File: src/rtl/mag_pkg.sv
// Shared definitions for the magnetron PWM controller.
//   mag_state_t : FSM state encoding (also driven out on the 3-bit state port)
//   BEEP_TICKS  : length of the completion beep, in one-second ticks
//   pw_width()  : width of a power-level field able to hold 0..levels
package mag_pkg;

  typedef enum logic [2:0] {
    ST_IDLE   = 3'd0,
    ST_COOK   = 3'd1,
    ST_PAUSED = 3'd2,
    ST_DONE   = 3'd3
  } mag_state_t;

  localparam int BEEP_TICKS = 3;

  function automatic int pw_width(input int levels);
    return $clog2(levels + 1);
  endfunction

endpackage

File: src/rtl/mag_tick_gen.sv
// One-second prescaler. Counts 0..TICK_DIV-1 while en is high and pulses
// tick in the cycle the count sits at TICK_DIV-1. Dropping en clears the
// count, so any partial second is thrown away.
// Ports:
//   clk  : clock
//   rst  : synchronous active-high reset
//   en   : run enable
//   tick : one-cycle pulse once per TICK_DIV enabled cycles
module mag_tick_gen
  import mag_pkg::*;
#(
  parameter int TICK_DIV = 1000
) (
  input  logic clk,
  input  logic rst,
  input  logic en,
  output logic tick
);

  localparam int CW = (TICK_DIV > 1) ? $clog2(TICK_DIV) : 1;
  localparam logic [CW-1:0] CNT_LAST = CW'(TICK_DIV - 1);

  logic [CW-1:0] cnt;

  always_ff @(posedge clk) begin
    if (rst || !en) begin
      cnt <= '0;
    end else if (cnt == CNT_LAST) begin
      cnt <= '0;
    end else begin
      cnt <= cnt + 1'b1;
    end
  end

  assign tick = en && (cnt == CNT_LAST);

endmodule

File: src/rtl/magnetron_pwm_ctrl.sv
// Microwave magnetron controller: cook-time countdown in seconds with a
// slow PWM (period PWR_LEVELS ticks) setting the average power.
// Optional feature macro: MAGNETRON_BEEP_EN -- completion beeper that runs
// for BEEP_TICKS seconds in DONE. Without it beep is tied low.
// Ports:
//   clk, rst                : clock, synchronous active-high reset
//   startn, stopn, clearn   : active-low buttons, already synchronous to clk
//   door_closed             : high while the door is shut
//   time_load, time_load_en : cook time in seconds and its load strobe
//   power_level             : on-ticks per PWM period, latched on entry to COOK
//   mag_on                  : magnetron enable (combinational)
//   time_left               : remaining seconds
//   state                   : FSM state encoding
//   done                    : one-cycle pulse on reaching DONE
//   beep                    : completion beeper
//
// state  | meaning
// IDLE   | waiting; time may be loaded
// COOK   | counting down, magnetron driven by PWM
// PAUSED | stopped or door opened; time frozen, may be reloaded
// DONE   | countdown expired; beeper active if built in
module magnetron_pwm_ctrl
  import mag_pkg::*;
#(
  parameter int TICK_DIV   = 1000,
  parameter int TIME_W     = 10,
  parameter int PWR_LEVELS = 10,
  localparam int PW        = pw_width(PWR_LEVELS)
) (
  input  logic              clk,
  input  logic              rst,
  input  logic              startn,
  input  logic              stopn,
  input  logic              clearn,
  input  logic              door_closed,
  input  logic [TIME_W-1:0] time_load,
  input  logic              time_load_en,
  input  logic [PW-1:0]     power_level,
  output logic              mag_on,
  output logic [TIME_W-1:0] time_left,
  output logic [2:0]        state,
  output logic              done,
  output logic              beep
);

  localparam logic [PW-1:0] PWR_MAX    = PW'(PWR_LEVELS);
  localparam logic [PW-1:0] PHASE_LAST = PW'(PWR_LEVELS - 1);

  mag_state_t        state_q, state_nxt;
  logic [TIME_W-1:0] time_q, time_nxt;
  logic [PW-1:0]     power_q;
  logic [PW-1:0]     phase_q, phase_nxt;
  logic              startn_q, stopn_q, clearn_q;
  logic              press_start, press_stop, press_clear;
  logic              cook_entry;
  logic              done_nxt;
  logic              tick, tick_en;

  // A press is the cycle where the registered copy is still high and the
  // input is low, i.e. the registered value falls at the coming edge.
  assign press_start = startn_q & ~startn;
  assign press_stop  = stopn_q  & ~stopn;
  assign press_clear = clearn_q & ~clearn;

  mag_tick_gen #(.TICK_DIV(TICK_DIV)) u_tick (
    .clk  (clk),
    .rst  (rst),
    .en   (tick_en),
    .tick (tick)
  );

  always_ff @(posedge clk) begin
    if (rst) begin
      state_q  <= ST_IDLE;
      time_q   <= '0;
      power_q  <= '0;
      phase_q  <= '0;
      done     <= 1'b0;
      startn_q <= 1'b1;
      stopn_q  <= 1'b1;
      clearn_q <= 1'b1;
    end else begin
      state_q  <= state_nxt;
      time_q   <= time_nxt;
      phase_q  <= phase_nxt;
      done     <= done_nxt;
      startn_q <= startn;
      stopn_q  <= stopn;
      clearn_q <= clearn;
      if (cook_entry) begin
        power_q <= (power_level > PWR_MAX) ? PWR_MAX : power_level;
      end
    end
  end

  always_comb begin
    state_nxt  = state_q;
    time_nxt   = time_q;
    phase_nxt  = phase_q;
    done_nxt   = 1'b0;
    cook_entry = 1'b0;

    if (press_clear) begin
      state_nxt = ST_IDLE;
      time_nxt  = '0;
    end else begin
      case (state_q)
        ST_IDLE, ST_PAUSED: begin
          if (time_load_en) begin
            time_nxt = time_load;
          end
          if (press_stop) begin
            // stop in IDLE does nothing; in PAUSED it abandons the cook
            if (state_q == ST_PAUSED) begin
              state_nxt = ST_IDLE;
              time_nxt  = '0;
            end
          end else if (press_start && door_closed && (time_q != '0)) begin
            state_nxt  = ST_COOK;
            cook_entry = 1'b1;
            phase_nxt  = '0;
          end
        end
        ST_COOK: begin
          // pausing wins over a coincident tick, which is simply dropped
          if (press_stop || !door_closed) begin
            state_nxt = ST_PAUSED;
          end else if (tick) begin
            phase_nxt = (phase_q == PHASE_LAST) ? '0 : phase_q + 1'b1;
            if (time_q <= TIME_W'(1)) begin
              state_nxt = ST_DONE;
              time_nxt  = '0;
              done_nxt  = 1'b1;
            end else begin
              time_nxt = time_q - TIME_W'(1);
            end
          end
        end
        ST_DONE: begin
          if (press_start || press_stop || !door_closed) begin
            state_nxt = ST_IDLE;
          end
        end
        default: begin
          state_nxt = ST_IDLE;
        end
      endcase
    end
  end

`ifdef MAGNETRON_BEEP_EN
  localparam int BW = $clog2(BEEP_TICKS + 1);

  logic [BW-1:0] beep_cnt;

  // done_nxt marks the edge into DONE; the counter then drains on DONE ticks
  always_ff @(posedge clk) begin
    if (rst) begin
      beep_cnt <= '0;
    end else if (done_nxt) begin
      beep_cnt <= BW'(BEEP_TICKS);
    end else if ((state_q == ST_DONE) && tick && (beep_cnt != '0)) begin
      beep_cnt <= beep_cnt - 1'b1;
    end
  end

  assign beep    = (state_q == ST_DONE) && (beep_cnt != '0);
  assign tick_en = (state_q == ST_COOK) || (state_q == ST_DONE);
`else
  assign beep    = 1'b0;
  assign tick_en = (state_q == ST_COOK);
`endif

  assign mag_on    = (state_q == ST_COOK) && door_closed && (phase_q < power_q);
  assign time_left = time_q;
  assign state     = state_q;

endmodule

File: config.mk
export PLATFORM = sky130hd
export DESIGN_NAME = magnetron_pwm_ctrl
export DESIGN_NICKNAME = d
export VERILOG_FILES = /design/src/rtl/mag_pkg.sv /design/src/rtl/mag_tick_gen.sv /design/src/rtl/magnetron_pwm_ctrl.sv
export SDC_FILE = /design/constraint.sdc
export NUM_CORES = 1
export LEC_CHECK = 0
export CORE_MARGIN = 10
export CORE_UTILIZATION = 52
export CTS_CLUSTER_DIAMETER = 150
export DETAILED_ROUTE_END_ITERATION = 8
export PLACE_DENSITY = 0.76
export SYNTH_ARGS = -nofsm -noshare
export SYNTH_HDL_FRONTEND = slang
export SYNTH_SLANG_ARGS = --single-unit
File: constraint.sdc
create_clock -name clk -period 2.9 [get_ports clk]
set_clock_uncertainty 0.2 [all_clocks]
set_input_delay 0.29 -clock clk [delete_from_list [all_inputs] [get_ports clk]]
set_output_delay 0.29 -clock clk [all_outputs]
set_load 0.01 [all_outputs]
**PDN straps and rails**

Drawn at 6 px/um. Pins as bars on the die edge.
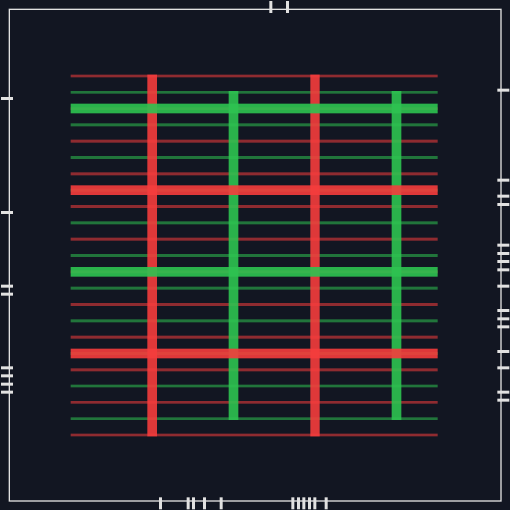
net	color
VDD	green
VSS	red
signal pins	37
met5 straps	4

**Routed metal, one color a layer**

Drawn at 6 px/um. Two of the layers only.
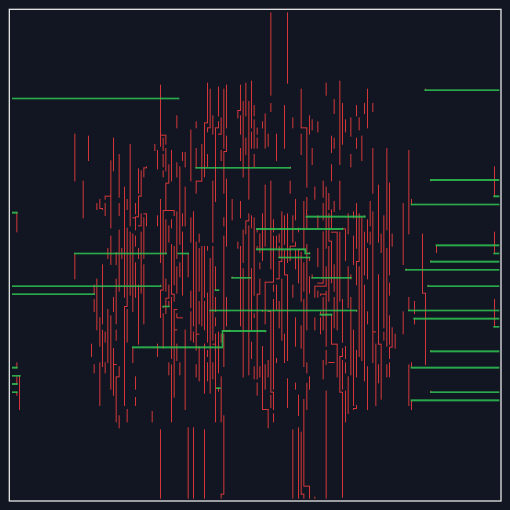
layer	color	wire length
metal 3	green	372 um
metal 2	red	2300 um

**Cell density map**

Drawn at 3 px/um. The die is cut into 8 by 8 equal tiles; white is low, dark blue is high, 0 to 100% covered.
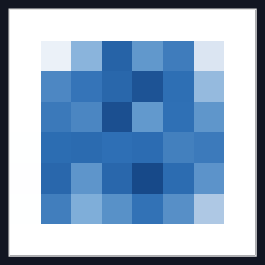
densest ninth of the die	center
mean over tiles	36%
fullest tile	90%

==> reports/qor.yml <==
synthesis:
  topCellsByArea: "dfxtp_1 (34%), mux2i_1 (6.1%), nor2_1 (5.9%)"
  syn_inst: 233
  yosysTopAreaCell: "dfxtp_1"
  compound_area_share_pct: 19.58
  async_flop_share_pct: 0
  ys_area_sq_um: 1981
  ys_sh_mux_pct: 7.202
  yosys_most_used_dff: "dfxtp_1"
finish:
  n_fill_cell: 331
  nets: 297
  syn2layout_area_growth_pct: 25.71
  diodes: 0
  final_area_sq_um: 2490
sta:
  report.final.setup_viol: 0
  hold_slack_ns: 0.2532
  rsz0062_at_grt: "false"
  worstMarginPinSlew_ns: 0.6120
  finalSetupTns_ns: 0
critical_path:
  crit_type: "flop to output pin"
  cp.required_ns: 2.41
  worstPathMaxFanout: 5
grt:
  globalRoute.totalOverflow: 0
  grt_usage_pct: 15.57
  grt_max_degree: 16
route:
  dr_total_vias: 1848
  totalWireLength_mm: 4.884
  vias_per_cell: 5.830
  drt_iter0_markers: 187
clocking:
  root_buffer: "clkbuf_8"
die:
  initial_core_util_pct: 54.10
  fp-row-count: 22
power:
  ir_drop_mv: 0.3637
outcome:
  status: "finished, final reports clean"
placement:
  place_area_sq_um: 2352
**Congestion heat map**

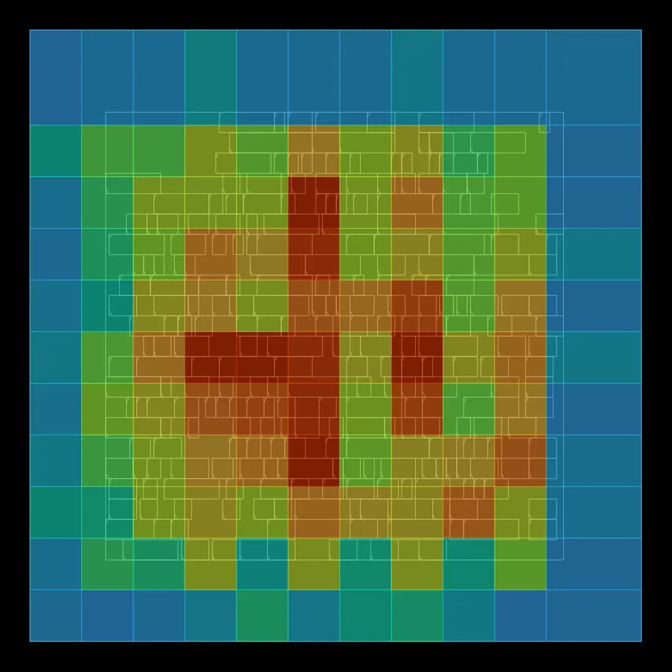
met3 Track Usage GR: 5.131%
Most Crowded Layer GR: met2

**Clock network drawn from the DEF**

Drawn at 6 px/um.
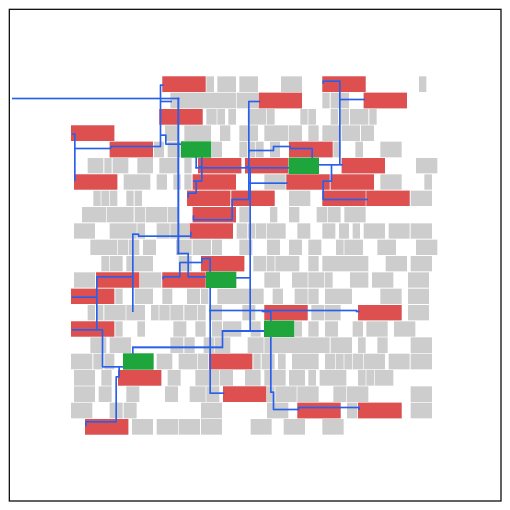
[flip-flops] red | count: 34
[clock drivers] green | count: 5
[clock wires] blue | length: 467 um
routed clock nets	6

==> layout make-up <==
class / instances / area share, %
multi-input cells: 183 / 49.10
clock inverters: 3 / 2.764
clock buffers: 5 / 2.764
well taps: 48 / 2.412
flip-flops and latches: 34 / 27.34
repair buffers: 37 / 14.57
inverters: 7 / 1.055
==> power by group <==
group | total (mW) | internal, mW | switching, mW
Combinational | 0.182 | 0.0875 | 0.0943
Sequential | 0.496 | 0.478 | 0.0174
Clock | 0.534 | 0.345 | 0.190
Total | 1.21 | 0.910 | 0.301
==> worst max-delay path, cell delays in order (launching register included) <==
cell and delay, ns:
dfxtp_1 0.41, ha_1 0.26, a21oi_1 0.12, nor2b_1 0.05
o21ai_0 0.16, and4b_1 0.23, clkdlybuf4s50_1 0.55
==> registers in the layout, indices dropped and copies added, names as in the netlist <==
signal / flops
clearn_q: 1
done: 1
phase_q: 4
power_q: 4
startn_q: 1
state: 2
stopn_q: 1
time_left: 10
u_tick.cnt: 10
==> Yosys cell counts, drive strengths merged, types with 4 or more instances <==
library cell / instances
nand3: 9
nor2b: 7
o21ai: 16
nor2: 32
o22ai: 5
buf: 6
clkbuf: 4
dfxtp: 34
ha: 8
xnor2: 5
nand2b: 7
nor4: 4
inv: 7
nor3: 6
a32o: 5
a21oi: 9
mux2i: 12
nand2: 11
==> path summary, 6_finish.rpt <==
check                 from  cells past startpoint            end  slack, ns
min          u_tick.cnt[0]                      1  u_tick.cnt[0]       0.25
min reg2reg  u_tick.cnt[0]                      1  u_tick.cnt[0]       0.25
max reg2reg   time_left[0]                      7   time_left[5]       0.52
max             phase_q[1]                      6         mag_on       0.34
==> layer usage <==
layer	global-route usage [%]	wire, um
met1	17.91	2139
met2	26.38	2304
met3	5.131	371
met4	5.782	69
met5	0	0
No activity file was given, so power comes from the tool's default toggle rates.
